<file path="src/rtl/seq_table_ctrl.sv">
// seq_table_ctrl
//
// Owns the per-host sequence-number table and arbitrates single-port access
// between three requesters, with fixed priority update > alloc > lookup:
//   - session-manager counter updates (write only, no response)
//   - outgoing-message allocation (read-and-increment, feeds the converter)
//   - received-message expected-sequence lookups (read only)
// It also sequences the shared binary-to-BCD converter, so that only one
// allocation is being converted at any time.
//
// Build option:
//   SEQ_TABLE_SAT_EN - when defined, the increment saturates at all-ones
//                      instead of wrapping to INIT_SEQ. The alloc_ovf_o port
//                      then exists and pulses alongside alloc_rsp_valid_o.
//
// Ports:
//   clk, rst             clock, synchronous active-high reset
//   init_done_o          table initialised; every ready is 0 while low
//   upd_*                counter update (valid/ready, addr, seq)
//   alloc_*              allocation request (valid/ready, addr) and
//                        response (rsp_valid pulse, pre-increment rsp_seq)
//   alloc_ovf_o          saturation hit (only with SEQ_TABLE_SAT_EN)
//   lk_*                 lookup request (valid/ready, addr) and
//                        response (rsp_valid pulse, rsp_seq)
//   conv_start_o         one-cycle start pulse to the converter
//   conv_dat_o           value to convert, held until the next allocation
//   conv_done_i          converter finished
//   conv_busy_o          conversion outstanding
//   conv_err_o           one-cycle pulse when the converter times out

`ifndef HOST_ADDR_WIDTH
`define HOST_ADDR_WIDTH 4
`endif

module seq_table_ctrl #(
    parameter int          HOST_ADDR    = `HOST_ADDR_WIDTH,
    parameter int          SEQ_W        = 32,
    parameter int unsigned INIT_SEQ     = 1,
    parameter int          CONV_TIMEOUT = 64
) (
    input  logic                 clk,
    input  logic                 rst,
    output logic                 init_done_o,
    input  logic                 upd_valid_i,
    input  logic [HOST_ADDR-1:0] upd_addr_i,
    input  logic [SEQ_W-1:0]     upd_seq_i,
    output logic                 upd_ready_o,
    input  logic                 alloc_valid_i,
    input  logic [HOST_ADDR-1:0] alloc_addr_i,
    output logic                 alloc_ready_o,
    output logic                 alloc_rsp_valid_o,
    output logic [SEQ_W-1:0]     alloc_rsp_seq_o,
`ifdef SEQ_TABLE_SAT_EN
    output logic                 alloc_ovf_o,
`endif
    input  logic                 lk_valid_i,
    input  logic [HOST_ADDR-1:0] lk_addr_i,
    output logic                 lk_ready_o,
    output logic                 lk_rsp_valid_o,
    output logic [SEQ_W-1:0]     lk_rsp_seq_o,
    output logic                 conv_start_o,
    output logic [SEQ_W-1:0]     conv_dat_o,
    input  logic                 conv_done_i,
    output logic                 conv_busy_o,
    output logic                 conv_err_o
);

    localparam int               DEPTH    = 1 << HOST_ADDR;
    localparam int               TW       = $clog2(CONV_TIMEOUT + 1);
    localparam logic [SEQ_W-1:0] INIT_VAL = SEQ_W'(INIT_SEQ);

    typedef enum logic [1:0] {ST_INIT, ST_IDLE, ST_CONV} state_t;

    state_t               state;
    state_t               state_next;
    logic [HOST_ADDR-1:0] init_ptr;
    logic [TW-1:0]        tmo_cnt;
    logic [SEQ_W-1:0]     table_mem [DEPTH];

    logic                 accept_ok;
    logic                 alloc_allowed;
    logic [HOST_ADDR-1:0] rd_addr;
    logic [SEQ_W-1:0]     rd_data;
    logic [SEQ_W-1:0]     inc_seq;
    logic                 last_init;
    logic                 conv_timeout;
`ifdef SEQ_TABLE_SAT_EN
    logic                 sat_hit;
`endif

    // One grant per cycle. Readies are also held low while rst is asserted
    // so nothing is acknowledged in a cycle that is about to be discarded.
    assign accept_ok     = !rst && (state != ST_INIT);
    assign alloc_allowed = accept_ok && (state == ST_IDLE);
    assign upd_ready_o   = accept_ok && upd_valid_i;
    assign alloc_ready_o = alloc_allowed && alloc_valid_i && !upd_valid_i;
    assign lk_ready_o    = accept_ok && lk_valid_i && !upd_valid_i
                           && !(alloc_allowed && alloc_valid_i);
    assign init_done_o   = (state != ST_INIT);

    // Alloc and lookup share the single read port; the grant picks the address.
    assign rd_addr      = alloc_ready_o ? alloc_addr_i : lk_addr_i;
    assign rd_data      = table_mem[rd_addr];
    assign last_init    = (init_ptr == HOST_ADDR'(DEPTH - 1));
    assign conv_timeout = (tmo_cnt == TW'(CONV_TIMEOUT - 1));

    // An all-ones counter must never step to 0, since 0 is not a legal
    // sequence number: it either wraps to the start value or sticks.
    always_comb begin
        inc_seq = rd_data + SEQ_W'(1);
`ifdef SEQ_TABLE_SAT_EN
        sat_hit = 1'b0;
        if (rd_data == '1) begin
            inc_seq = rd_data;
            sat_hit = 1'b1;
        end
`else
        if (rd_data == '1) begin
            inc_seq = INIT_VAL;
        end
`endif
    end

    always_ff @(posedge clk) begin
        if (rst) begin
            state <= ST_INIT;
        end else begin
            state <= state_next;
        end
    end

    // INIT sweeps the table once; IDLE waits for an allocation; CONV holds
    // off further allocations until the converter answers or times out.
    always_comb begin
        state_next = state;
        case (state)
            ST_INIT: if (last_init) state_next = ST_IDLE;
            ST_IDLE: if (alloc_ready_o) state_next = ST_CONV;
            ST_CONV: if (conv_done_i || conv_timeout) state_next = ST_IDLE;
            default: state_next = ST_INIT;
        endcase
    end

    // Table storage needs no reset: INIT rewrites every entry after reset.
    always_ff @(posedge clk) begin
        if (state == ST_INIT) begin
            table_mem[init_ptr] <= INIT_VAL;
        end else if (upd_ready_o) begin
            table_mem[upd_addr_i] <= upd_seq_i;
        end else if (alloc_ready_o) begin
            table_mem[alloc_addr_i] <= inc_seq;
        end
    end

    // Responses, converter handshake and timeout. The timeout counter is
    // cleared on the accepting edge, so it reads k in the k-th cycle after
    // conv_start_o, and the error fires CONV_TIMEOUT cycles after the start.
    always_ff @(posedge clk) begin
        if (rst) begin
            init_ptr          <= '0;
            tmo_cnt           <= '0;
            alloc_rsp_valid_o <= 1'b0;
            alloc_rsp_seq_o   <= '0;
            lk_rsp_valid_o    <= 1'b0;
            lk_rsp_seq_o      <= '0;
            conv_start_o      <= 1'b0;
            conv_dat_o        <= '0;
            conv_busy_o       <= 1'b0;
            conv_err_o        <= 1'b0;
`ifdef SEQ_TABLE_SAT_EN
            alloc_ovf_o       <= 1'b0;
`endif
        end else begin
            alloc_rsp_valid_o <= alloc_ready_o;
            conv_start_o      <= alloc_ready_o;
            lk_rsp_valid_o    <= lk_ready_o;
            conv_err_o        <= 1'b0;
`ifdef SEQ_TABLE_SAT_EN
            alloc_ovf_o       <= alloc_ready_o && sat_hit;
`endif
            if (state == ST_INIT) begin
                init_ptr <= init_ptr + HOST_ADDR'(1);
            end
            if (alloc_ready_o) begin
                alloc_rsp_seq_o <= rd_data;
                conv_dat_o      <= rd_data;
                conv_busy_o     <= 1'b1;
                tmo_cnt         <= '0;
            end
            if (lk_ready_o) begin
                lk_rsp_seq_o <= rd_data;
            end
            if (state == ST_CONV) begin
                if (conv_done_i) begin
                    conv_busy_o <= 1'b0;
                end else if (conv_timeout) begin
                    conv_busy_o <= 1'b0;
                    conv_err_o  <= 1'b1;
                end else begin
                    tmo_cnt <= tmo_cnt + TW'(1);
                end
            end
        end
    end

endmodule

</file>
<file path="config.mk">
export PLATFORM = sky130hd
export DESIGN_NAME = seq_table_ctrl
export DESIGN_NICKNAME = d
export VERILOG_FILES = /design/src/rtl/seq_table_ctrl.sv
export SDC_FILE = /design/constraint.sdc
export NUM_CORES = 1
export LEC_CHECK = 0
export CORE_MARGIN = 1
export CORE_UTILIZATION = 38
export DETAILED_ROUTE_END_ITERATION = 8
export SYNTH_ARGS = -nofsm -noshare
export SYNTH_HDL_FRONTEND = slang
export SYNTH_SLANG_ARGS = --single-unit
</file>
<file path="constraint.sdc">
create_clock -name clk -period 7.8 [get_ports clk]
set_input_delay 1.56 -clock clk [delete_from_list [all_inputs] [get_ports clk]]
set_output_delay 1.56 -clock clk [all_outputs]
set_load 0.01 [all_outputs]
</file>
==> Slide: Implementation Results <==
Key Metrics from the Run

Synth
  • Synth top area cells: edfxtp_1, dfxtp_1, o21ai_0
  • Synth top cells by count: edfxtp_1, nand2_1, nor2_1
  • Mapped Cells: between 1500 and 2000
  • Number of synthesized flops with an enable pin: 512
  • Yosys Instances: between 1500 and 2000
  • Synth top cell by count: edfxtp_1
  • Syn avg cell area: approximately 13 um^2
  • Most common reg cell: edfxtp_1

Final timing
  • Max Slew Vio Count: 0
  • Fmax achieved: 145.6 MHz
  • TNS Setup: 0 ps
  • Slew headroom: 0.2223

Global route
  • Pin count of the biggest net entering global routing: between 100 and 150
  • All-layer global routing usage: 0.2334
  • Vias in the first global route: between 15000 and 20000
  • Initial antenna violation count: 0

Cells and area
  • Antenna Cells: 0
  • Share of cells above drive strength 1: 0.1127
  • Layout fillers: 5900
  • Finished Layout Cells: roughly 3000

Placed design
  • Routability cong.: approximately 0.87
  • DPL Wire Length: approximately 48 mm
  • DP Cell Count: ~2900

Floorplanning
  • Core Area: about 66000 um^2
  • Placement Rows: ~94
  • Chip Area: about 68000 um^2
  • I/O Pins: between 150 and 200
  • FP Core Util: 0.3850

Drt
  • DRT antenna net count: 0
  • 1st-iter DRT viols: approximately 2200
  • Residual DRC: 0
  • Final wirelength: 79.89 mm

Power and ir drop
  • Power Density: approximately 220 nW/um^2
  • Peak supply drop: roughly 170 uV

Run
  • Max-cap viol count: 0

Worst setup path
  • Worst Path Required: around 8000 ps
  • Worst Path Max Fanout: about 53
  • Reg2Reg Launch Point: state[0]
  • CP endpoint kind: register
  • Cell Chain, Critical Path: clkdlybuf4s50_1, or2_1, nor3_4, buf_4, o21ai_0, a32oi_1, a22oi_1, nand2_1, nand3_1, buf_4, nor4_2, nand3b_1, xor2_1, o21ai_1
  • Most common cell on crit path: buf_4

Clock network
  • Cts hold-fix bufs: 0
  • H-Tree Level Count: 2
  • CTS max path bufs: 3

Run status
  • Status: complete, no violations
-- per-layer routing --
layer	part of all wire	track usage	vias to the layer above
li1	-	-	7899
met1	0.41	0.3180	9135
met2	0.47	0.3802	981
met3	0.084	0.03244	159
met4	0.034	0.08447	0
met5	0	0	-
-- sequential cells by signal (all words and copies together) (netlist names) --
signal	cells
lk_rsp_valid_o	1
conv_dat_o	32
table_mem	512
tmo_cnt	7
conv_start_o	1
init_ptr	4
conv_busy_o	1
state	2
conv_err_o	1
lk_rsp_seq_o	32
-- cells in the final DEF, fill, tap and decap left out, types with 31 or more instances in the layout --
cell and n:
a21oi_1 91, a32oi_1 53, mux2i_1 32, o21ai_0 129, and3_1 31, clkdlybuf4s50_1 153, nor3_1 70, edfxtp_1 512
nand3_1 119, buf_4 85, clkbuf_16 57, nor2_1 137, dfxtp_1 81, a211oi_1 50, nand2_1 159
-- report_power, final --
group / switching [mW] / total (mW) / internal [mW] / leakage [nW]
Clock: 1.20 / 2.76 / 1.56 / 0.901
Combinational: 0.313 / 0.445 / 0.132 / 3.23
Sequential: 0.0145 / 3.48 / 3.46 / 5.90
-- per-stage QoR --
step,hold slack [ps],util,area (um^2)
floorplan,442.2,-,25350
global placement,453.2,0.4232,27870
detailed placement,465.2,0.4232,27870
CTS,474.0,0.4510,29700
global route,501.1,0.4511,29710
finish,470.2,0.4511,29710
-- critical path, delay by kind of cell --
| kind | cells | cell delay [ps] |
|---|---|---|
| xor gates and xnor gates | 1 | 230 |
| buffers and inverters | 3 | 1270 |
| AOI/OAI and AO/OA | 4 | 1350 |
| and+or+nand+nor | 6 | 2710 |
-- cell type report --
| class | instances | area, um^2 | share of cell area |
|---|---|---|---|
| timing repair buffer | 246 | 2315 | 0.07791 |
| clock inverter | 29 | 275.3 | 0.009265 |
| sequential | 593 | 17000 | 0.5721 |
| inverter | 16 | 60.06 | 0.002022 |
| tap | 864 | 1081 | 0.03639 |
| clock buffer | 77 | 1554 | 0.05231 |
| multi-input combinational | 1205 | 7427 | 0.2500 |
-- kinds of logic (layout without fill, tap and decap cells) --
family                     Yosys count  count (layout)  synth area share
AOI/OAI and AO/OA                  502             502            0.1332
xor gates and xnor gates            34              34           0.01175
adders and majority gates            3               3          0.001481
buffers and inverters              199             368           0.04412
DFF                                593             593            0.6704
muxes                               52              52           0.02147
and+or+nand+nor                    614             614            0.1176
-- worst min path at each step --
stage,depth (start not counted),start,slack [ps],end
after detailed placement,2,tmo_cnt[6],470,tmo_cnt[6]
after global placement,2,tmo_cnt[6],450,tmo_cnt[6]
final,2,tmo_cnt[6],470,tmo_cnt[6]
after floorplan,2,tmo_cnt[6],440,tmo_cnt[6]
after global routing,2,tmo_cnt[1],500,tmo_cnt[1]
after CTS,2,tmo_cnt[6],470,tmo_cnt[6]
Fig. 1: placed cells, one color a class
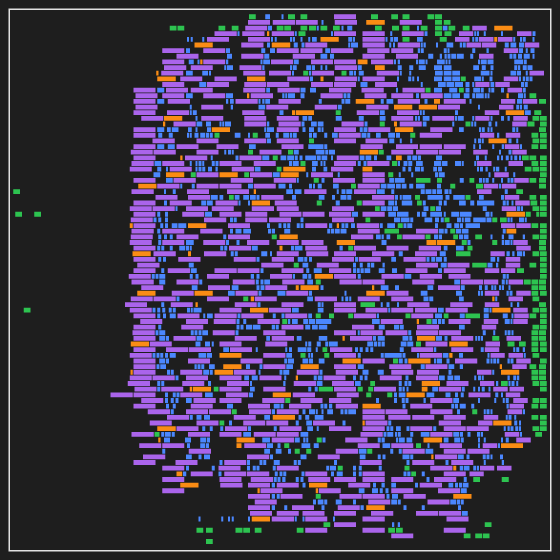
[remaining logic cells] blue | cells: 1221
[registers] purple | cells: 593
[clock drivers and dummy loads] orange | cells: 106
[remaining buffers and delay cells] green | cells: 246

Fig. 2: cell area per tile
Scale bar: 100 um. The die is cut into 26 by 26 equal tiles; dark blue is low, red is high, 0 to 100% covered.
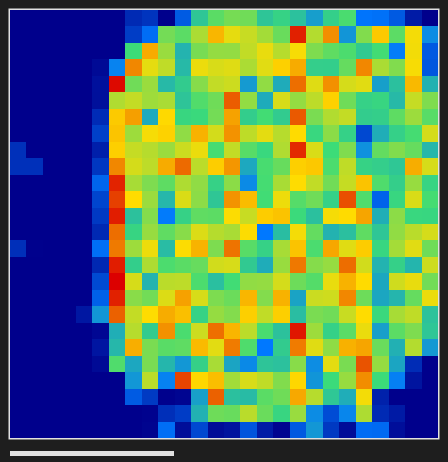
mean over tiles: 42%
emptiest ninth of the die: bottom left
fullest tile: 100%

Fig. 3: drive-strength map
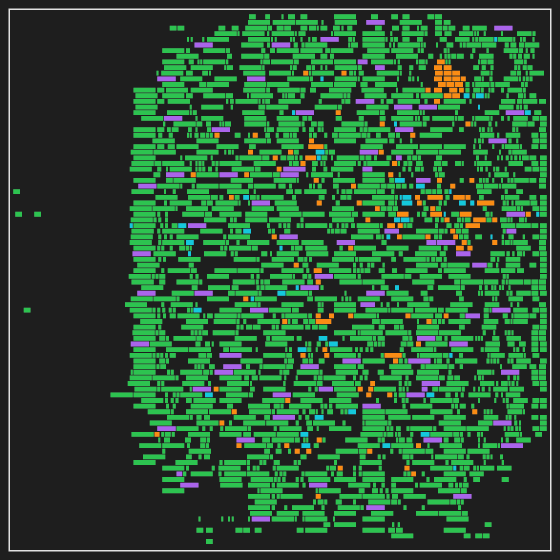
[x2] cyan | cells: 49 | share: 2.3% | most used: mux2_2
[x6 and larger] purple | cells: 77 | share: 3.6% | most used: clkbuf_16
[x1 and smaller] green | cells: 1922 | share: 89% | most used: edfxtp_1
[x3 and x4] orange | cells: 118 | share: 5.4% | most used: buf_4

Power figures rest on the tool's default switching activity, not on a simulated workload.
